===== config.mk =====
export PLATFORM = sky130hd
export DESIGN_NAME = matrix_operand_loader
export DESIGN_NICKNAME = d
export VERILOG_FILES = /design/src/rtl/matrix_operand_loader.sv
export SDC_FILE = /design/constraint.sdc
export NUM_CORES = 1
export LEC_CHECK = 0
export ABC_AREA = 0
export CAP_MARGIN = 20
export CORE_UTILIZATION = 45
export CTS_CLUSTER_DIAMETER = 200
export DETAILED_ROUTE_END_ITERATION = 10
export MAX_ROUTING_LAYER = met4
export PLACE_DENSITY = 0.77
export REMOVE_ABC_BUFFERS = 1
export SLEW_MARGIN = 15
export SYNTH_ARGS = -nofsm -noshare
export SYNTH_HDL_FRONTEND = slang
export SYNTH_SLANG_ARGS = --single-unit

===== constraint.sdc =====
create_clock -name clk -period 13.9 [get_ports clk]
set_clock_uncertainty 0.05 [all_clocks]
set_input_delay 2.085 -clock clk [delete_from_list [all_inputs] [get_ports clk]]
set_output_delay 2.085 -clock clk [all_outputs]
set_load 0.05 [all_outputs]

===== src/rtl/matrix_operand_loader.sv =====
// Deserializes an 18-element byte stream (matrix A then B, row-major) into held parallel operands.
// Optional s_last framing check enabled by defining LOADER_FRAME_CHECK_EN.
module matrix_operand_loader #(
    parameter int ELEM_W = 8,
    parameter int N_ELEM = 9
) (
    input  logic                     clk,
    input  logic                     rst,
    input  logic [ELEM_W-1:0]        s_data,
    input  logic                     s_valid,
    output logic                     s_ready,
    input  logic                     s_last,
    output logic [N_ELEM*ELEM_W-1:0] a_flat,
    output logic [N_ELEM*ELEM_W-1:0] b_flat,
    output logic                     operand_valid,
    input  logic                     operand_ack,
    output logic                     frame_err
);
    localparam int         FRAME    = 2 * N_ELEM;
    localparam logic [4:0] LAST_IDX = 5'(FRAME - 1);

    typedef enum logic {ST_COLLECT, ST_WAIT} state_t;

    state_t                    state_reg, state_next;
    logic [4:0]                cnt_reg;
    logic                      live_reg;
    logic [ELEM_W-1:0]         coll_mem [0:FRAME-1];
    logic [N_ELEM*ELEM_W-1:0]  coll_a, coll_b, bypass_b;
    logic                      acc, at_last, frame_bad, slot_free;
    logic                      load_bypass, load_coll;

    generate
        for (genvar gi = 0; gi < N_ELEM; gi++) begin : g_pack
            assign coll_a[ELEM_W*gi +: ELEM_W] = coll_mem[gi];
            assign coll_b[ELEM_W*gi +: ELEM_W] = coll_mem[N_ELEM + gi];
        end
    endgenerate

    // The final element goes straight to b8 so the slot loads on its own accept edge.
    assign bypass_b  = {s_data, coll_b[(N_ELEM-1)*ELEM_W-1:0]};
    assign acc       = s_valid && s_ready;
    assign at_last   = (cnt_reg == LAST_IDX);
    assign slot_free = !operand_valid || operand_ack;

`ifdef LOADER_FRAME_CHECK_EN
    assign frame_bad = acc && (s_last != at_last);
`else
    logic unused_s_last;
    assign unused_s_last = s_last;
    assign frame_bad     = 1'b0;
`endif

    always_ff @(posedge clk or posedge rst) begin
        if (rst) begin
            state_reg <= ST_COLLECT;
        end else begin
            state_reg <= state_next;
        end
    end

    always_comb begin
        state_next  = state_reg;
        s_ready     = 1'b0;
        load_bypass = 1'b0;
        load_coll   = 1'b0;
        case (state_reg)
            ST_COLLECT: begin
                s_ready = live_reg;
                if (acc && !frame_bad && at_last) begin
                    if (slot_free) begin
                        load_bypass = 1'b1;
                    end else begin
                        state_next = ST_WAIT;
                    end
                end
            end
            ST_WAIT: begin
                if (operand_ack) begin
                    load_coll  = 1'b1;
                    state_next = ST_COLLECT;
                end
            end
            default: state_next = ST_COLLECT;
        endcase
    end

    // Collection buffer carries no reset: a cleared counter makes stale contents unreachable.
    always_ff @(posedge clk) begin
        if (acc && !frame_bad) begin
            coll_mem[cnt_reg] <= s_data;
        end
    end

    always_ff @(posedge clk or posedge rst) begin
        if (rst) begin
            cnt_reg       <= '0;
            live_reg      <= 1'b0;
            a_flat        <= '0;
            b_flat        <= '0;
            operand_valid <= 1'b0;
            frame_err     <= 1'b0;
        end else begin
            live_reg  <= 1'b1;
            frame_err <= frame_bad;
            if (acc) begin
                cnt_reg <= (frame_bad || at_last) ? 5'd0 : cnt_reg + 5'd1;
            end
            if (load_bypass) begin
                a_flat        <= coll_a;
                b_flat        <= bypass_b;
                operand_valid <= 1'b1;
            end else if (load_coll) begin
                a_flat        <= coll_a;
                b_flat        <= coll_b;
                operand_valid <= 1'b1;
            end else if (operand_ack) begin
                operand_valid <= 1'b0;
            end
        end
    end
endmodule


==> run notes, run 1 <==
The layout was made with Yosys and OpenROAD.

The flow ran to the end, and the final reports show no timing, DRC or antenna violations. The final-stage net count is 1168. The layout report lists the clock-cell share of area as 6.431%. The layer with the highest usage after global routing is met2.

The number of inserted filler cells in the final layout is 2139. The total wirelength of the detailed-routed design is 31540 um. The proportion of power drawn by combinational gates is 23.5%. Counting distinct cell types in the post-synthesis netlist gives 36. The adder-cell share of the synthesized area is 0.4085%. The flop share of the area is 54.46%. The synth_stat.txt file lists the number of cells as 1047. The switching power share of the total is 32.40%. The share of synthesized area in the top cell type comes to 35.30%. sky130_fd_sc_hd__nand2_1 is the most common cell in the netlist. The number of global-route vias before repair was 8803. The worst supply voltage drop on vdd is 160.7 uV. The number of antenna diodes is 0. The largest net degree at the start of global routing is 93. After detailed routing, the wire length on met1 is 13960 um. The register containing the most flip-flops in the final layout is coll_mem. In the Yosys report, the sequential cells make up 66.35% of the chip area. The critical path arrival is 2.40 ns. The total die size is 27890 um2.

The placed wire-length estimate after detailed placement is 17140 um. The source-to-sink clock delay at the later pin of the worst-skew pair is 0.55 ns. The final weighted congestion recorded by global placement is 0.7684.

The ratio of final minimum period to clock period is 32.60%. met3 track demand over resource after global routing is 3.184%. The initialized floorplan defines 60 standard-cell rows. The synthesis report lists the most area-consuming cells as sky130_fd_sc_hd__edfxtp_1, sky130_fd_sc_hd__dfrtp_1, sky130_fd_sc_hd__o211ai_1. The compound-gate portion of the synthesized area is 17.72%. The number of vias per cell is 5.970. The non-filler instance count after layout is 1517. Recorded from the global router log, the overflow total was 0. In this run the static leakage power is 5.454 nW.

Buffers placed on the I/O ports in this run total 157. In this run the top signal layer used is met4. The post-synthesis cell area is 12250 um2. For this run, the number of Yosys warnings is 0.

The number of failing hold endpoints at the final stage is 0. Among all stages on the critical path, the largest delay is contributed by sky130_fd_sc_hd__clkdlybuf4s50_1. The synthesized area divided by synthesized cell count is 11.70 um2.

The total of plain and repair buffers excluding clock buffers is 173. The cell type group with the largest total delay on the critical path is buffers and inverters. For this design the top-level I/O count stands at 160. The run reported a max-capacitance violation count of 0.

The number of hold buffers added after CTS was 0. The chip width is 167.0 um. The cell class with the largest area share is flip-flops and latches. The chip height is 167.0 um.

The data required time at the worst endpoint is 11.77 ns. The path class of the tightest hold or removal check is flip-flop to flip-flop. The total area of multi-input combinational cells is 3680 um2. Ranked by instance count, the synthesized netlist is headed by sky130_fd_sc_hd__nand2_1, sky130_fd_sc_hd__o211ai_1, sky130_fd_sc_hd__dfrtp_1. The deepest clock path buffer count is 3. The largest registers in the layout are coll_mem: 144 flops, a_flat: 72 flops, b_flat: 72 flops.

The wire length on met2 is 14840 um. The most used flip-flop cell is sky130_fd_sc_hd__dfrtp_1. Counting the inverters off the clock network in the layout gives 4. The clock network accounts for 32.1% of the total power. The simple-gate share of the synthesized area is 11.46%.
## run 1: worst paths after layout
path,cells after the start,end,start,slack (ns)
worst max-delay path,2,s_ready,state_reg$_DFF_PP0_,9.37
worst min-delay path,2,b_flat[64]$_DFFE_PP0P_,coll_mem[17][0]$_DFFE_PP_,0.46
worst max register to register,4,a_flat[13]$_DFFE_PP0P_,state_reg$_DFF_PP0_,10.90
worst min register to register,2,b_flat[64]$_DFFE_PP0P_,coll_mem[17][0]$_DFFE_PP_,0.46
max in group asynchronous,3,b_flat[25]$_DFFE_PP0P_,rst,10.30
min in group asynchronous,2,b_flat[4]$_DFFE_PP0P_,rst,2.01
## run 1: cells in the final DEF, fill, tap and decap left out, types with 2 or more instances in the layout
cell type	count
sky130_fd_sc_hd__nand2_1	286
sky130_fd_sc_hd__o211ai_1	280
sky130_fd_sc_hd__clkdlybuf4s50_1	157
sky130_fd_sc_hd__dfrtp_1	152
sky130_fd_sc_hd__edfxtp_1	144
sky130_fd_sc_hd__clkbuf_16	31
sky130_fd_sc_hd__nor2_1	22
sky130_fd_sc_hd__nand4_1	17
sky130_fd_sc_hd__clkbuf_1	17
sky130_fd_sc_hd__buf_4	14
sky130_fd_sc_hd__nand3_1	10
sky130_fd_sc_hd__ha_1	4
sky130_fd_sc_hd__clkinv_2	4
sky130_fd_sc_hd__nand4b_1	2
sky130_fd_sc_hd__inv_1	2
sky130_fd_sc_hd__nand3b_1	2
sky130_fd_sc_hd__o21ai_0	2
sky130_fd_sc_hd__a21oi_1	2
sky130_fd_sc_hd__inv_6	2
sky130_fd_sc_hd__conb_1	2
sky130_fd_sc_hd__bufinv_16	2
sky130_fd_sc_hd__clkbuf_8	2
sky130_fd_sc_hd__buf_8	2
==> run_1/density.png <==
Scale bar: 50 um. 17 x 17 tiles, from black (low) to pale yellow (high), 0 to 100% covered.
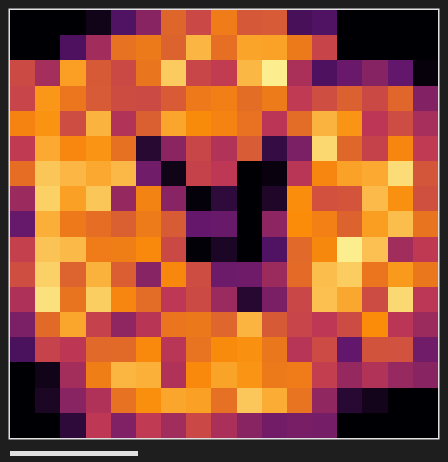
fullest tile: 96%
emptiest ninth of the die: center
mean over tiles: 52%
tiles over 75% full: 20%
nearly empty tiles: 10%
placeable core region: 26800 um2
Util after Layout: 55.68%

==> run_1/final_congestion.png <==
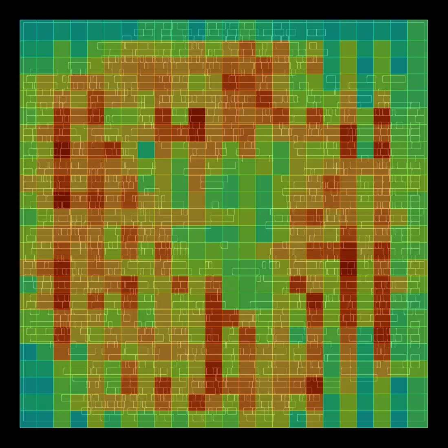
GR met1 Demand/Resource: 33.09%
met2 global-route usage: 35.47%

==> run_1/met1.png <==
Scale bar: 50 um.
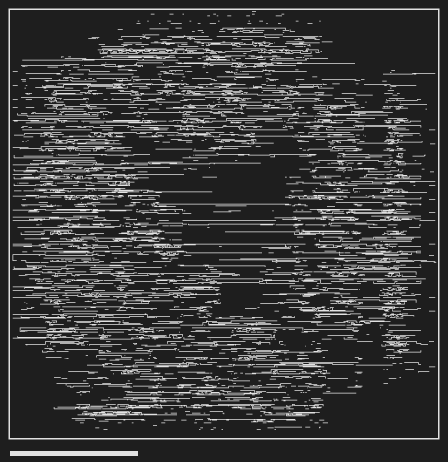
longest straight run: 51.1 um
share of all routed wire: 44%
wire length on this layer: 14000 um
nets with wire on the layer: 1033

==> run_1/met2.png <==
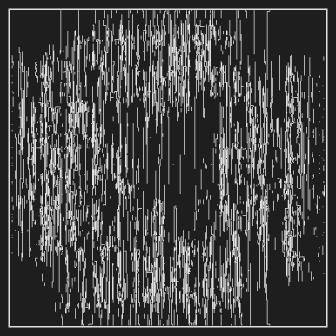

==> run 2, diff against run 1 <==
==> constraint.sdc (replaced) <==
create_clock -name clk -period 4.7 [get_ports clk]
set_clock_uncertainty 0.05 [all_clocks]
set_input_delay 0.705 -clock clk [delete_from_list [all_inputs] [get_ports clk]]
set_output_delay 0.705 -clock clk [all_outputs]
set_load 0.05 [all_outputs]
==> run_2/met2.png <==
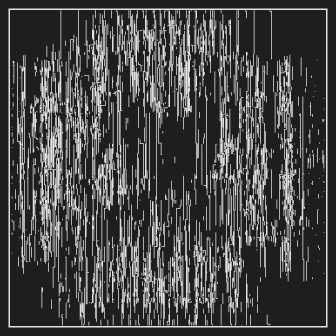
main direction: vertical
share of all routed wire: 48%
wire length on this layer: 15300 um
nets with wire on the layer: 917

==> run 2 against run 1 <==
Effect of this change:
- cell area up 0.89%
- critical path depth unchanged
- via count down 0.22%
- routed wire length up 1.2%
- synthesized cell count unchanged
- first-iteration DRC count up 9.9%
- count of clock-buffer cells in the layout down 12
- non-clock buffer count up 2
- cell count up 0.13%
==> run notes, run 2 <==
The layout was made with Yosys and OpenROAD.

The run finished with clean final reports. The global-route wire length before repair is 50720 um. The most frequent standard cell in the layout excluding fill and tap cells is sky130_fd_sc_hd__nand2_1. The area fraction in mux cells is 0.08171%.

Timing analysis after detailed placement gives a worst setup slack of 1.591 ns. Excluding fillers, the count of instances in the completed layout stands at 1519. The largest registers in the layout are coll_mem: 144 flops, a_flat: 72 flops, b_flat: 72 flops. The count of flip-flops with a built-in enable after synthesis is 144. For this run, the detailed router reports a per-instance via density of 5.949. The core region is 26800 um2. On the reported timing paths, the clock transition at the registers reads 0.06 ns.

The count of instances resized after the clock tree is built is 0. The core utilization before placement is 45.71%. After filler insertion, the fill cell instance count of the layout stands at 2193. The finished layout cell area is 15060 um2.

The total die size is 27890 um2. For reference, the most critical setup path is categorized as flip-flop to output pin. The min-delay analysis places its worst path in the category flip-flop to flip-flop.

The register containing the most flip-flops in the final layout is coll_mem. Once detail routing completed, the nets flagged for antenna violations numbered 0. The area growth from synthesis to layout is 22.90%. The type of element capturing the critical path is an output pin. Across every metal layer, demand over resource in global routing totals 23.73%. The slowest library cell on the worst path is sky130_fd_sc_hd__clkdlybuf4s50_1. The source-to-sink clock delay at the later pin of the worst-skew pair is 0.55 ns. The largest area contributor in the netlist is sky130_fd_sc_hd__edfxtp_1. The count of pins over their slew limit is 0. Together, buffers and inverters on the worst path number 1. The worst setup margin is 1.588 ns. In this run the worst path has a maximum fanout of 19. The synthesized area divided by synthesized cell count is 11.70 um2. Ranked by total cell area, the synthesized netlist is headed by sky130_fd_sc_hd__edfxtp_1, sky130_fd_sc_hd__dfrtp_1, sky130_fd_sc_hd__o211ai_1.

In the global route stage, met3 resource usage came out at 3.089%. Counting I/O delays and the setup requirement, the final critical path takes 3.112 ns. The number of global-route vias before repair is 8819. The CTS H-tree depth is 1. The met3 routed wirelength is 2192 um. The simple-gate share of the synthesized area is 11.46%. The post-detailed-route wirelength per cell is 21.02 um. The worst-margin pin slew is 1.136 ns. In this design, the largest share of critical-path delay is due to buffers and inverters. The highest routing layer actually used is met4. Per the synth log, the flip-flop and latch total comes to 296. The instance tally after logic synthesis is 1047. The report puts the hold buffer count at CTS at 0.

The cell with the most instances after synthesis is sky130_fd_sc_hd__nand2_1. The part of the Yosys area used for sequential elements is 66.35%. The die is 167.0 um tall. Across all checked pins, the minimum headroom to the slew limit is 24.03%. Per the synthesis report, the adder-cell share of the synthesized area is 0.4085%. The stage-log warning count is 31. Routability-driven placement finished with a final weighted congestion of 0.7639.

The peak per-stage delay on the critical path is 0.85 ns. The layer with the highest usage after global routing is met2. The final global-route overflow total is 0. The worst supply voltage drop on vdd is 257.8 uV. The final total power is 7.422 mW. The number of top-level design ports is 160. The maximum clock frequency is 321.4 MHz. The wire length on met2 is 15280 um. The data required time at the worst endpoint is 3.94 ns. Counting distinct cell types in the post-synthesis netlist gives 36. Per the synth stats, the proportion of register bits with asynchronous set or reset is 51.35%. The post-route core utilization is 56.18%. In this run the core area contains 60 standard-cell rows. The clock tree has to reach 296 sinks. Summed over all nets, the half-perimeter wirelength after detailed placement is 17050 um.

The leakage power summed over all cells is 5.534 nW. In the log, the iteration count for the first detailed-route pass is 5. The worst setup path is launched from a flip-flop. The routed layout has 9037 vias. The number of antenna violations at the first check in global routing is 0. Across all hold checks on the routed design, the worst slack comes to 0.4661 ns. The area fraction of the largest cell type after synthesis is 35.30%. The final-stage net count is 1170. The clock buffer count from CTS is 31. Hold-check failures listed in the final report amount to 0. Summed over all layers, the routed wires come to 31930 um.

The clock tree root buffer cell is sky130_fd_sc_hd__clkbuf_16. Buffers added to address setup during post-CTS repair amount to 0. The number of max-cap violations is 0. The register with the most flip-flops in the layout has 144 of them.

Summed over all failing endpoints, the final setup total negative slack is 0 ns. The number of antenna diodes is 0. The placement stage leaves a total instance area of 14010 um2. The compound-gate portion of the synthesized area is 17.72%.

The synthesized netlist has a Yosys-reported chip area of 12250 um2. For this run, the number of Yosys warnings is 0. The met1 usage in global routing is 33.70%. Setup repair after global routing left no endpoint under its margin. The count of input and output buffers is 157. The chip width is 167.0 um. The met2 track demand over resource in global routing is 35.89%. The largest net degree at the start of global routing is 145. The number of endpoints failing setup at the final stage is 0. Per the final layout report, the fraction of cells sized above drive strength 1 comes to 6.367%. The deepest clock path buffer count is 3. Per STA, the worst path is made up of nor2b_1 -> clkdlybuf4s50_1. The final timing summary puts the cycle share of the worst path at 66.20%. The count of instantiated cells in the yosys netlist is 1047.

Of the combinational cells, the family taking the most area is AND-OR/OR-AND gates. The synthesis report names the predominant flop master as sky130_fd_sc_hd__dfrtp_1. The most common logic cells in the final layout are sky130_fd_sc_hd__nand2_1, sky130_fd_sc_hd__o211ai_1, sky130_fd_sc_hd__clkdlybuf4s50_1, sky130_fd_sc_hd__dfrtp_1, sky130_fd_sc_hd__edfxtp_1. TritonCTS built the clock tree. The synthesized-area fraction occupied by xor and xnor cells is 0.1430%. The cell area power density is 493.0 nW/um2. The total DRC errors in the routed layout is 0. The violation tally from detailed-route iteration zero is 975. The number of placed cells counting well taps is 1460.

After detailed routing, the wire length on met1 is 13790 um. The cell area that synthesis handed to floorplanning was 12250 um2. Counting instances in the post-synthesis netlist gives the leading cell types as sky130_fd_sc_hd__nand2_1, sky130_fd_sc_hd__o211ai_1, sky130_fd_sc_hd__dfrtp_1. The critical path arrival is 2.36 ns.
## run 2: netlist changes by cell type in the layout (fill, tap and decap cells not counted)
cell and delta:
sky130_fd_sc_hd__clkinv_1 +2, sky130_fd_sc_hd__buf_4 -2, sky130_fd_sc_hd__buf_12 +3, sky130_fd_sc_hd__bufinv_16 +2
sky130_fd_sc_hd__buf_8 +1, sky130_fd_sc_hd__clkbuf_8 +1, sky130_fd_sc_hd__clkinv_2 +8, sky130_fd_sc_hd__clkbuf_1 -13
## run 2: power breakdown
group	internal [mW]	switching (mW)	total (mW)
sequential	2.99	0.241	3.23
clock	1.47	1.00	2.47
combinational	0.563	1.15	1.71
total	5.03	2.39	7.42
## run 2: layout make-up
type | count | area [um2] | area share, %
Multi-Input combinational cell | 645 | 3680 | 24.44
Clock buffer | 38 | 832.0 | 5.526
Inverter | 4 | 22.52 | 0.1496
Clock inverter | 20 | 200.2 | 1.330
Tap cell | 341 | 426.7 | 2.834
Sequential cell | 296 | 8128 | 53.98
Timing Repair Buffer | 175 | 1767 | 11.73
## run 2: worst paths after layout
| path | cells past startpoint | slack, ns | start | end |
|---|---|---|---|---|
| max | 2 | 1.59 | state_reg$_DFF_PP0_ | s_ready |
| min | 2 | 0.47 | coll_mem[17][0]$_DFFE_PP_ | b_flat[64]$_DFFE_PP0P_ |
| max reg2reg | 4 | 1.93 | state_reg$_DFF_PP0_ | a_flat[20]$_DFFE_PP0P_ |
| min reg2reg | 2 | 0.47 | coll_mem[17][0]$_DFFE_PP_ | b_flat[64]$_DFFE_PP0P_ |
| max in group asynchronous | 3 | 3.08 | rst | a_flat[38]$_DFFE_PP0P_ |
| min in group asynchronous | 2 | 0.65 | rst | b_flat[5]$_DFFE_PP0P_ |
==> run_2/wire_density.png <==
Scale bar: 50 um. 33 x 33 tiles, from black (low) to pale yellow (high), scaled to the fullest tile. Values are wire area over tile area, all layers added.
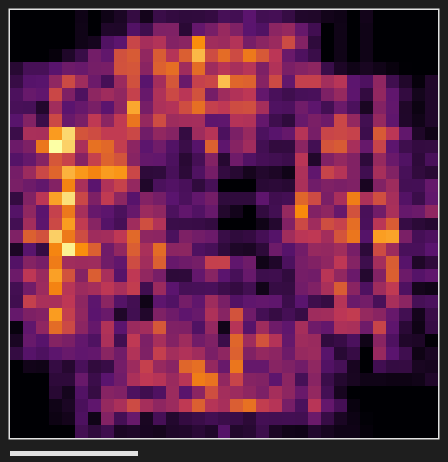

==> run 3, diff against run 2 <==
--- a/config.mk
+++ b/config.mk
@@ -11,7 +11,7 @@
 export CTS_CLUSTER_DIAMETER = 200
 export DETAILED_ROUTE_END_ITERATION = 10
 export MAX_ROUTING_LAYER = met4
-export PLACE_DENSITY = 0.77
+export PLACE_DENSITY = 0.8
 export REMOVE_ABC_BUFFERS = 1
 export SLEW_MARGIN = 15
 export SYNTH_ARGS = -nofsm -noshare
==> constraint.sdc (replaced) <==
create_clock -name clk -period 2.6 [get_ports clk]
set_clock_uncertainty 0.05 [all_clocks]
set_input_delay 0.39 -clock clk [delete_from_list [all_inputs] [get_ports clk]]
set_output_delay 0.39 -clock clk [all_outputs]
set_load 0.05 [all_outputs]
==> run_3/wire_density.png <==
Scale bar: 50 um. 33 x 33 tiles, from black (low) to pale yellow (high), scaled to the fullest tile. Values are wire area over tile area, all layers added.
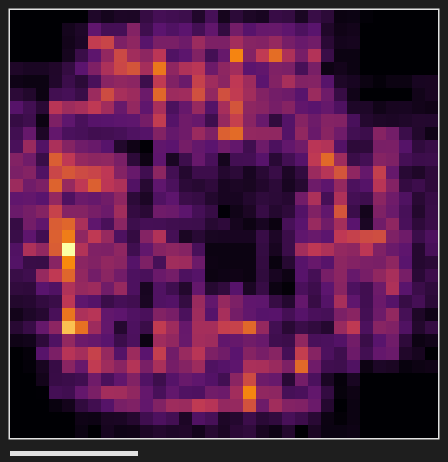
mean over tiles: 0.19
nearly empty tiles: 11%
tiles over half the peak: 6.5%
fullest tile: 0.82
via count: 9275
routed length per instance: 21.07 um

==> run 3 against run 2 <==
Effect of this change:
- cell count rose by 2.1%
- hold slack worse by 0.26 ns
- die area is the same
- via count rose by 2.6%
- non-clock buffer count increased by 32
==> run notes, run 3 <==
The layout was made with Yosys and OpenROAD.

The run finished with clean final reports. The total of flip-flops plus latches after synthesis is 296. The type of element capturing the critical path is an output pin. Dividing the final minimum period by the clock period gives 90.38%. The path class of the tightest hold or removal check is input port to asynchronous set/reset pin. For the worst-skew pair, the clock arrives at the later sink with an insertion delay of 0.55 ns. The simple-gate share of the synthesized area is 11.46%.

The number of top-level design ports is 160. In the Yosys report the total cell count is 1047. The synthesis report lists the Yosys warning total as 0. The slowest library cell on the worst path is sky130_fd_sc_hd__clkdlybuf4s50_1. Counting flops with a built-in enable in the synthesized netlist gives 144.

The cell with the most instances after synthesis is sky130_fd_sc_hd__nand2_1. Of the total synthesized cell area, the portion taken by AND-OR and OR-AND cells is 17.72%. Of the cells placed in the final design, the portion with a size suffix greater than 1 is 8.106%.

In this run the remaining antenna-violating nets after routing total 0. Before placement the cells fill 45.71% of the core. The register containing the most flip-flops in the final layout is coll_mem. The timing report notes that buffer and inverter cells on the critical path total 1. The aggregate global-route resource usage is 24.43%. The cell type group with the largest total delay on the critical path is buffers and inverters. At the worst endpoint, the arrival time is 1.91 ns.

The flip-flop count of the largest register, all copies and words added is 144. Counting I/O delays and the setup requirement, the final critical path takes 2.350 ns. Looking at the reg2reg group, the worst path ends at a_flat[7]$_DFFE_PP0P_.

The maximum clock frequency is 425.6 MHz. The total negative slack is 0 ns. The start point of the critical path is operand_valid$_DFFE_PP0P_. The leakage power summed over all cells is 5.711 nW. The area recorded from the Yosys report for this design is 12250 um2. The final-stage net count is 1202. The number of antenna violations at the first check in global routing is 1. The switching power share of the total is 32.57%. Yosys reports that the most numerous cell types are sky130_fd_sc_hd__nand2_1, sky130_fd_sc_hd__o211ai_1, sky130_fd_sc_hd__dfrtp_1. In this run the tools logged warnings totalling 29. The registers reported with the highest flop counts are coll_mem: 144 flops, a_flat: 72 flops, b_flat: 72 flops. The top fanout value on the critical path is 5. The worst supply voltage drop on vdd is 530.4 uV. The total DRC errors in the routed layout is 0. In this run the critical path is formed by clkdlybuf4s50_1. Counting only logic cells after layout, the most numerous master is sky130_fd_sc_hd__nand2_1. According to the floorplan report, the die height is 167.0 um. The TritonCTS clock tree is yes. The cell-internal power is 8.960 mW. The biggest slice of the total power is consumed by registers. Setup repair after global routing left no endpoint under its margin.

In this run, the clock network consumes 32.3% of the power. For reference, the final report shows the max-slew violation count at 0. The synthesized area divided by synthesized cell count is 11.70 um2. The tree is rooted in a sky130_fd_sc_hd__clkbuf_16. The final weighted congestion in routability-driven placement is 0.7643.

Entering global routing, the biggest net connects 92 pins. The final hold violation count recorded for this run is 0. The first global-routing pass estimated 52160 um of wire.

In this run the power spent charging and discharging nets is 4.327 mW. The worst setup path is launched from a flip-flop. The total die size is 27890 um2.

The number of cells on the worst reg-to-reg path is 6. The worst-margin pin slew is 0.7937 ns. In this run the number of H-tree levels came out at 1.

The flow measured a signed area growth from synthesis to layout of 25.37%. The area fraction in mux cells is 0.08171%. The area fraction of the largest cell type after synthesis is 35.30%. The end-of-flow timing check tallies setup violations at 0.

Sequential cells burn 44.0% of the power. The power consumed by the clock network is 4.29 mW. Ranked by total cell area, the synthesized netlist is headed by sky130_fd_sc_hd__edfxtp_1, sky130_fd_sc_hd__dfrtp_1, sky130_fd_sc_hd__o211ai_1.
## run 3: cell counts after synthesis
No cell type changed its count.
## run 3: stage by stage
| step | setup WS (ns) | instances | instance area (um2) | hold WS (ns) |
|---|---|---|---|---|
| 2_1_floorplan | -3.477 | 945 | 11800 | 0.4031 |
| 3_3_place_gp | 0.3150 | 1493 | 14380 | 0.4407 |
| 3_5_place_dp | 0.2356 | 1493 | 14380 | 0.4490 |
| 4_1_cts | 0.2368 | 1550 | 15360 | 0.2091 |
| 5_1_grt | 0.2109 | 1551 | 15360 | 0.2455 |
| 6_report | 0.2502 | 1551 | 15360 | 0.2020 |
## run 3: cells by family (layout without fill, tap and decap cells)
group,count (synthesis),count (layout)
AND/OR/NAND/NOR,347,347
XOR/XNOR,2,2
buffers and inverters,106,268
adder cells (fa/ha/maj),4,4
other,2,3
multiplexers,1,1
AND-OR/OR-AND,289,289
flip-flops,296,296
## run 3: timing repair
action,4_1_cts,5_1_grt
gates resized,1,0
endpoints found under the setup margin,1,0
hold buffers,0,0
endpoints found under the hold margin,0,0
## run 3: final cells by class
| cell class | count | area [um2] | area share, % |
|---|---|---|---|
| Timing Repair Buffer | 207 | 2121 | 13.81 |
| Clock buffer | 45 | 868.3 | 5.654 |
| Tap cell | 341 | 426.7 | 2.778 |
| Multi-Input combinational cell | 645 | 3680 | 23.96 |
| Antenna cell | 1 | 2.502 | 0.01629 |
| Clock inverter | 12 | 110.1 | 0.7169 |
| Inverter | 4 | 22.52 | 0.1466 |
| Sequential cell | 296 | 8128 | 52.92 |
## run 3: metal layers
layer,part of all wire (%),vias up,GRT usage [%]
met5,0,-,-
met4,2.5,0,7.448
li1,-,4137,-
met3,7.2,74,3.874
met2,48,421,37.84
met1,43,4643,33.24
No activity file was given, so power comes from the tool's default toggle rates.
